Wire density map:
Scale: 3 px per um. The die is cut into 25 by 25 equal tiles; dark blue is low, red is high, scaled to the fullest tile. Values are wire area over tile area, all layers added.
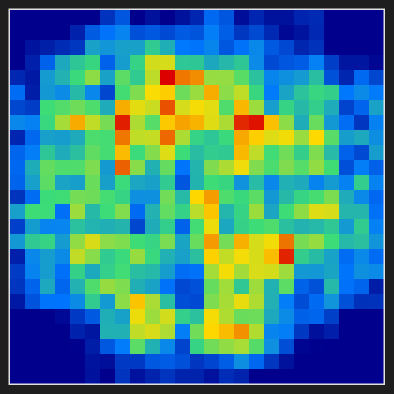
Pin map:
Scale: 4 px per um. Pins as bars across the die edge, other pins in gray.
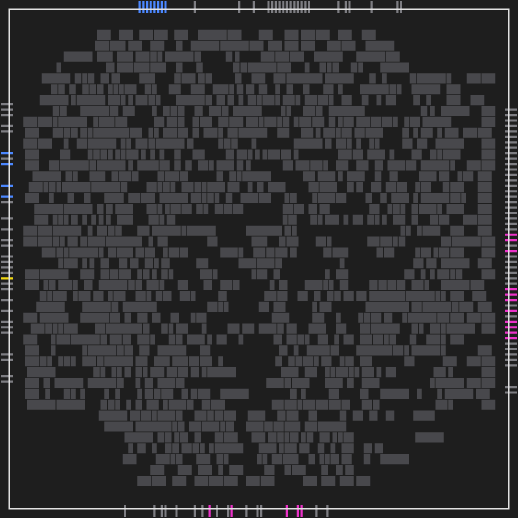
Met2 routing:
Scale: 4 px per um.
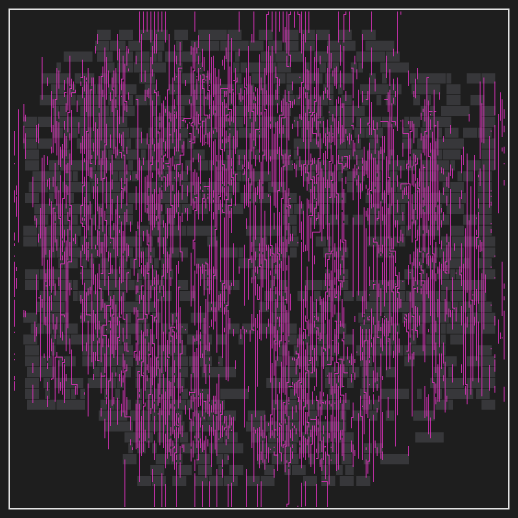
The metal 3 layer:
Scale: 4 px per um.
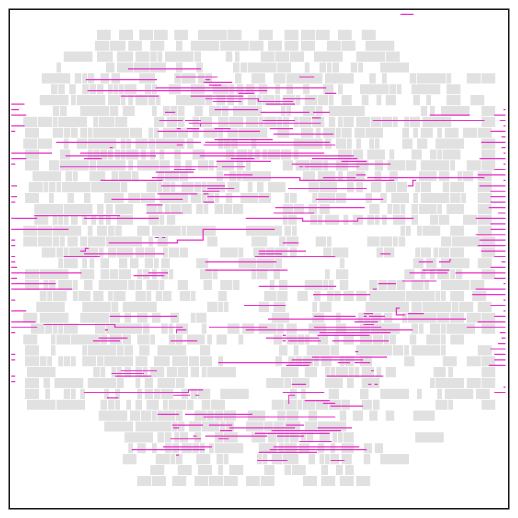
`config.mk`:
```
export PLATFORM = sky130hd
export DESIGN_NAME = acc_cpu_core
export DESIGN_NICKNAME = d
export VERILOG_FILES = /design/src/rtl/acc_cpu_pkg.sv /design/src/rtl/acc_alu.sv /design/src/rtl/acc_cpu_core.sv
export SDC_FILE = /design/constraint.sdc
export NUM_CORES = 1
export LEC_CHECK = 0
export CORE_MARGIN = 3
export CORE_UTILIZATION = 45
export DETAILED_ROUTE_END_ITERATION = 16
export GPL_ROUTABILITY_DRIVEN = 1
export HOLD_SLACK_MARGIN = 0.12
export PLACE_DENSITY = 0.79
export SLEW_MARGIN = 10
export SYNTH_ARGS = -nofsm -noshare
export SYNTH_HDL_FRONTEND = slang
export SYNTH_SLANG_ARGS = --single-unit
```
`constraint.sdc`:
```
create_clock -name clk -period 3.7 [get_ports clk]
set_input_delay 0.74 -clock clk [delete_from_list [all_inputs] [get_ports clk]]
set_output_delay 0.74 -clock clk [all_outputs]
set_load 0.01 [all_outputs]
```
`src/rtl/acc_cpu_pkg.sv`:
```
// acc_cpu_pkg: shared opcodes, controller states, ALU ops and skip conditions
package acc_cpu_pkg;
  typedef enum logic [3:0] {
    OP_JNS = 4'h0, OP_LOAD = 4'h1, OP_STORE = 4'h2, OP_ADD = 4'h3,
    OP_SUBT = 4'h4, OP_INPUT = 4'h5, OP_OUTPUT = 4'h6, OP_HALT = 4'h7,
    OP_SKIPCOND = 4'h8, OP_JUMP = 4'h9, OP_CLEAR = 4'hA, OP_ADDI = 4'hB,
    OP_JUMPI = 4'hC, OP_LOADI = 4'hD, OP_STOREI = 4'hE, OP_ILL = 4'hF
  } opcode_t;
  typedef enum logic [3:0] {
    S_FETCH, S_DECODE, S_IND, S_PTR, S_OPRD, S_EXEC, S_WR, S_IN, S_OUT, S_HALT
  } state_t;
  typedef enum logic [1:0] {ALU_PASS, ALU_ADD, ALU_SUB} alu_op_t;
  localparam logic [1:0] SKIP_NEG  = 2'b00;
  localparam logic [1:0] SKIP_ZERO = 2'b01;
  localparam logic [1:0] SKIP_POS  = 2'b10;
endpackage

```
`src/rtl/acc_alu.sv`:
```
// acc_alu: combinational pass/add/sub on the accumulator and a memory operand
module acc_alu import acc_cpu_pkg::*; #(
  parameter int W = 16
) (
  input  alu_op_t      op,
  input  logic [W-1:0] a,
  input  logic [W-1:0] b,
  output logic [W-1:0] y
);
  assign y = op == ALU_ADD ? a + b : op == ALU_SUB ? a - b : b;
endmodule

```
`src/rtl/acc_cpu_core.sv`:
```
// acc_cpu_core: multi-cycle accumulator CPU controller with indirect, skip, call and flow-controlled I/O
module acc_cpu_core import acc_cpu_pkg::*; #(
  parameter int DATA_W = 16,
  localparam int ADDR_W = DATA_W - 4,
  parameter logic [ADDR_W-1:0] RESET_PC = '0
) (
  input  logic              clk,
  input  logic              reset,
  output logic [ADDR_W-1:0] mem_addr,
  output logic              mem_we,
  output logic [DATA_W-1:0] mem_wdata,
  input  logic [DATA_W-1:0] mem_rdata,
  input  logic              in_valid,
  output logic              in_ready,
  input  logic [DATA_W-1:0] in_data,
  output logic              out_valid,
  input  logic              out_ready,
  output logic [DATA_W-1:0] out_data,
  output logic [ADDR_W-1:0] pc,
  output logic [DATA_W-1:0] ac,
  output logic [DATA_W-1:0] ir,
  output logic              halted,
  output logic              illegal
);
  state_t            state, dec_next;
  logic [ADDR_W-1:0] mar, pc_inc, dx;
  logic [DATA_W-1:0] mbr, alu_y;
  logic [1:0]        sc;
  logic              neg, zero, skip;
  opcode_t           op, dop;
  alu_op_t           alu_op;

  assign op     = opcode_t'(ir[DATA_W-1 -: 4]);
  assign dop    = opcode_t'(mem_rdata[DATA_W-1 -: 4]);
  assign dx     = mem_rdata[ADDR_W-1:0];
  assign pc_inc = pc + ADDR_W'(1);
  assign sc     = dx[ADDR_W-1 -: 2];
  assign neg    = ac[DATA_W-1];
  assign zero   = ac == '0;
  assign skip   = sc == SKIP_NEG ? neg : sc == SKIP_ZERO ? zero : sc == SKIP_POS ? !neg && !zero : 1'b0;
  assign alu_op = (op == OP_ADD || op == OP_ADDI) ? ALU_ADD : op == OP_SUBT ? ALU_SUB : ALU_PASS;

  assign mem_addr  = state == S_FETCH ? pc : mar;
  assign mem_we    = state == S_WR;
  assign mem_wdata = mbr;
  assign in_ready  = state == S_IN;
  assign out_valid = state == S_OUT;
  assign out_data  = ac;
  assign halted    = state == S_HALT;

  acc_alu #(.W(DATA_W)) u_alu (.op(alu_op), .a(ac), .b(mem_rdata), .y(alu_y));

  always_comb begin
    case (dop)
      OP_LOAD, OP_ADD, OP_SUBT:               dec_next = S_OPRD;
      OP_STORE, OP_JNS:                       dec_next = S_WR;
      OP_INPUT:                               dec_next = S_IN;
      OP_OUTPUT:                              dec_next = S_OUT;
      OP_HALT, OP_ILL:                        dec_next = S_HALT;
      OP_ADDI, OP_JUMPI, OP_LOADI, OP_STOREI: dec_next = S_IND;
      default:                                dec_next = S_FETCH;
    endcase
  end

  // mbr stages the word a later WR cycle writes: return address for JNS, ac otherwise
  always_ff @(posedge clk) begin
    if (reset) begin
      state   <= S_FETCH;
      pc      <= RESET_PC;
      ac      <= '0;
      ir      <= '0;
      mar     <= '0;
      mbr     <= '0;
      illegal <= 1'b0;
    end else begin
      case (state)
        S_FETCH: state <= S_DECODE;
        S_DECODE: begin
          ir    <= mem_rdata;
          mar   <= dx;
          mbr   <= dop == OP_JNS ? DATA_W'(pc_inc) : ac;
          pc    <= dop == OP_JUMP ? dx : (dop == OP_SKIPCOND && skip) ? pc + ADDR_W'(2) : pc_inc;
          ac    <= dop == OP_CLEAR ? '0 : ac;
          illegal <= illegal || dop == OP_ILL;
          state <= dec_next;
        end
        S_IND: state <= S_PTR;
        S_PTR: begin
          if (op == OP_JUMPI) pc <= dx;
          else mar <= dx;
          state <= op == OP_JUMPI ? S_FETCH : op == OP_STOREI ? S_WR : S_OPRD;
        end
        S_OPRD: state <= S_EXEC;
        S_EXEC: begin
          mbr   <= mem_rdata;
          ac    <= alu_y;
          state <= S_FETCH;
        end
        S_WR: begin
          if (op == OP_JNS) pc <= mar + ADDR_W'(1);
          state <= S_FETCH;
        end
        S_IN: begin
          if (in_valid) ac <= in_data;
          state <= in_valid ? S_FETCH : S_IN;
        end
        S_OUT: state <= out_ready ? S_FETCH : S_OUT;
        default: state <= S_HALT;
      endcase
    end
  end
endmodule

```
==> results_tabular.tex <==
% Implementation results table
\begin{tabular}{lr}
\hline
Metric & Value \\
\hline
\multicolumn{2}{l}{\textbf{Run status}} \\
Status & complete, no violations \\
\multicolumn{2}{l}{\textbf{Timing}} \\
Hold slack & roughly 450 ps \\
Final tally of max-slew violations & 0 \\
Min Clock Period, post-route & between 3000 and 4000 ps \\
Unrepaired setup endpoints after global routing & no \\
Setup Total Neg Slack & 0 ps \\
Post-Route Skew & 7.59 ps \\
Maximum clock frequency & 296 MHz \\
Minimum setup slack in the final design & 326 ps \\
Slew HR & 0.329 \\
\multicolumn{2}{l}{\textbf{Synth}} \\
Post-Synthesis Mean Instance Area & between 7 and 8 um\^{}2 \\
Synthesized Nets & 938 \\
Multiplexer share of the synthesized area & 0.0261 \\
Yosys top cell by area & sky130\_fd\_sc\_hd\_\_dfxtp\_1 \\
Most area-consuming cells after synthesis & sky130\_fd\_sc\_hd\_\_dfxtp\_1 24\%, sky130\_fd\_sc\_hd\_\_ha\_1 6.7\%, sky130\_fd\_sc\_hd\_\_a21oi\_1 6.5\%, sky130\_fd\_sc\_hd\_\_nand2\_1 6.5\%, sky130\_fd\_sc\_hd\_\_nor2\_1 5.2\% \\
Adders+Majority by Area & 0.0736 \\
Top comb family, area & AND-OR/OR-AND gates \\
XOR/XNOR Fraction of Synth Area & 0.0332 \\
Simple logic cell fraction of the synthesized area & 0.249 \\
Most frequent cell after synthesis & sky130\_fd\_sc\_hd\_\_nand2\_1 \\
Synthesized-area fraction occupied by ao, oa, aoi and oai cells & 0.293 \\
Top cell types by occurrence after synthesis & 109 x sky130\_fd\_sc\_hd\_\_nand2\_1, 87 x sky130\_fd\_sc\_hd\_\_nor2\_1, 82 x sky130\_fd\_sc\_hd\_\_a21oi\_1, 77 x sky130\_fd\_sc\_hd\_\_dfxtp\_1, 42 x sky130\_fd\_sc\_hd\_\_clkbuf\_1 \\
\multicolumn{2}{l}{\textbf{Worst hold path}} \\
Hold Crit Class & flop to flop \\
Worst hold path endpoint & mem\_wdata[15]\$\_SDFFE\_PP0P\_ \\
Depth of the worst hold-timing path & 2 \\
\multicolumn{2}{l}{\textbf{Final layout}} \\
Clk cell area share & 0.0360 \\
Layout Cell Area excl Fill & 8110 um\^{}2 \\
Non-clk bufs & 174 \\
Fraction of area in registers & 0.190 \\
Fillers & $\sim$1200 \\
Area Overhead vs Synth & 28.2\% \\
Combinational share of cell area & 0.528 \\
Most common cell after layout, fill and taps aside & sky130\_fd\_sc\_hd\_\_clkdlybuf4s50\_1 \\
Max-area cell class & multi-input combinational cells \\
Net total in the final layout & between 1000 and 1500 \\
Filler-free cell count of the finished design & between 1000 and 1500 \\
Diodes inserted & 0 \\
Final design utilization & 0.600 \\
Non-clock buffer contribution to total cell area & 0.200 \\
Clock buffer cells & 11 \\
Number of signal-net inverters in the final layout & 40 \\
Most frequent cells in the layout & 127 x sky130\_fd\_sc\_hd\_\_clkdlybuf4s50\_1, 109 x sky130\_fd\_sc\_hd\_\_nand2\_1, 86 x sky130\_fd\_sc\_hd\_\_nor2\_1 \\
\multicolumn{2}{l}{\textbf{Detailed routing}} \\
DRT Pass-1 Iters & 6 \\
Routed length on met3 & about 2400 um \\
Metal1 wirelength & 10500 um \\
Top layer reached by signal wires & met4 \\
Vias per cell & 6.27 \\
Metal2 WL & 10800 um \\
DRC violations left & 0 \\
\multicolumn{2}{l}{\textbf{Die}} \\
Std-Cell Core Area & 13500 um\^{}2 \\
Core Rows & 42 \\
Initial core utilization & 0.468 \\
\multicolumn{2}{l}{\textbf{Power and ir drop}} \\
Power spent charging and discharging nets & slightly below 1000 uW \\
Proportion of power drawn by combinational gates & 0.325 \\
Power in the clock group & 889 uW \\
P\_seq & roughly 1000 uW \\
Total power after layout & between 2000 and 3000 uW \\
Highest-power group & registers \\
Comb. pwr & 915 uW \\
Share of total power in the clock network & 0.316 \\
Sequential share of power & 0.359 \\
\multicolumn{2}{l}{\textbf{GRT}} \\
GRT Max-Usage Layer & met2 \\
Vias in the first global route & around 6500 \\
Global-route wire length before repair & 37600 um \\
Maximum number of pins on one net before global-route repair & 35 \\
Global routing met2 resource utilization & 0.466 \\
GR Layer Usage met3 & 0.0489 \\
\multicolumn{2}{l}{\textbf{CTS}} \\
CTS Hold Buffers Added & 0 \\
Maximum root-to-sink buffer count & 2 \\
Clock tree sinks & 77 \\
H-tree depth & 3 \\
Clock-pin transition on the worst setup and hold timing paths & 60 ps \\
CTS tree & done \\
Post\_cts resized & 0 \\
\multicolumn{2}{l}{\textbf{Setup path}} \\
Critical path class & primary input to flop \\
Capture point of the critical path & ac[15]\$\_SDFFE\_PP0P\_ \\
Delay of the slowest cell on the worst path & 570 ps \\
Worst setup path start & mem\_rdata[8] \\
Launch instance of the worst register-to-register path & ac[0]\$\_SDFFE\_PP0P\_ \\
Data required time at the worst endpoint & 3930 ps \\
Critical Path Source Type & primary input \\
\multicolumn{2}{l}{\textbf{Placement}} \\
Gp weighted congestion & 0.991 \\
Final HPWL from detailed placement & 17800 um \\
Pre-CTS WS & just over 60 ps \\
\multicolumn{2}{l}{\textbf{Job}} \\
Tool warning count & 42 \\
\hline
\end{tabular}
Back to the opening pictures, 'wire density map':
mean over tiles = 0.26
nearly empty tiles = 13%
tiles over half the peak = 30%
fullest tile = 0.73
total number of vias: 7257
overall track demand over capacity in global routing: 0.300
sum of routed wire length over all layers: 24200 um
wire per inst: 20.9 um

Back to the opening pictures, 'pin map':
blue -> `mem_addr`  # pins 12, direction output, edge 8 top, 4 left
magenta -> `in_data`  # pins 16, direction input, edge 11 right, 5 bottom
yellow -> `out_valid`  # pins 1, direction output, edge left
all pins by edge = 50 right, 31 left, 29 top, 19 bottom
Port Buf Inserts: 128
Die X: 125 um

Back to the opening pictures, 'met2 routing':
longest straight run = 61.5 um
nets with wire on the layer = 844
wire length on this layer = 10800 um
main direction = vertical
share of all routed wire = 45%

Back to the opening pictures, 'the metal 3 layer':
main direction = horizontal
share of all routed wire = 10%

No activity file was given, so power comes from the tool's default toggle rates.
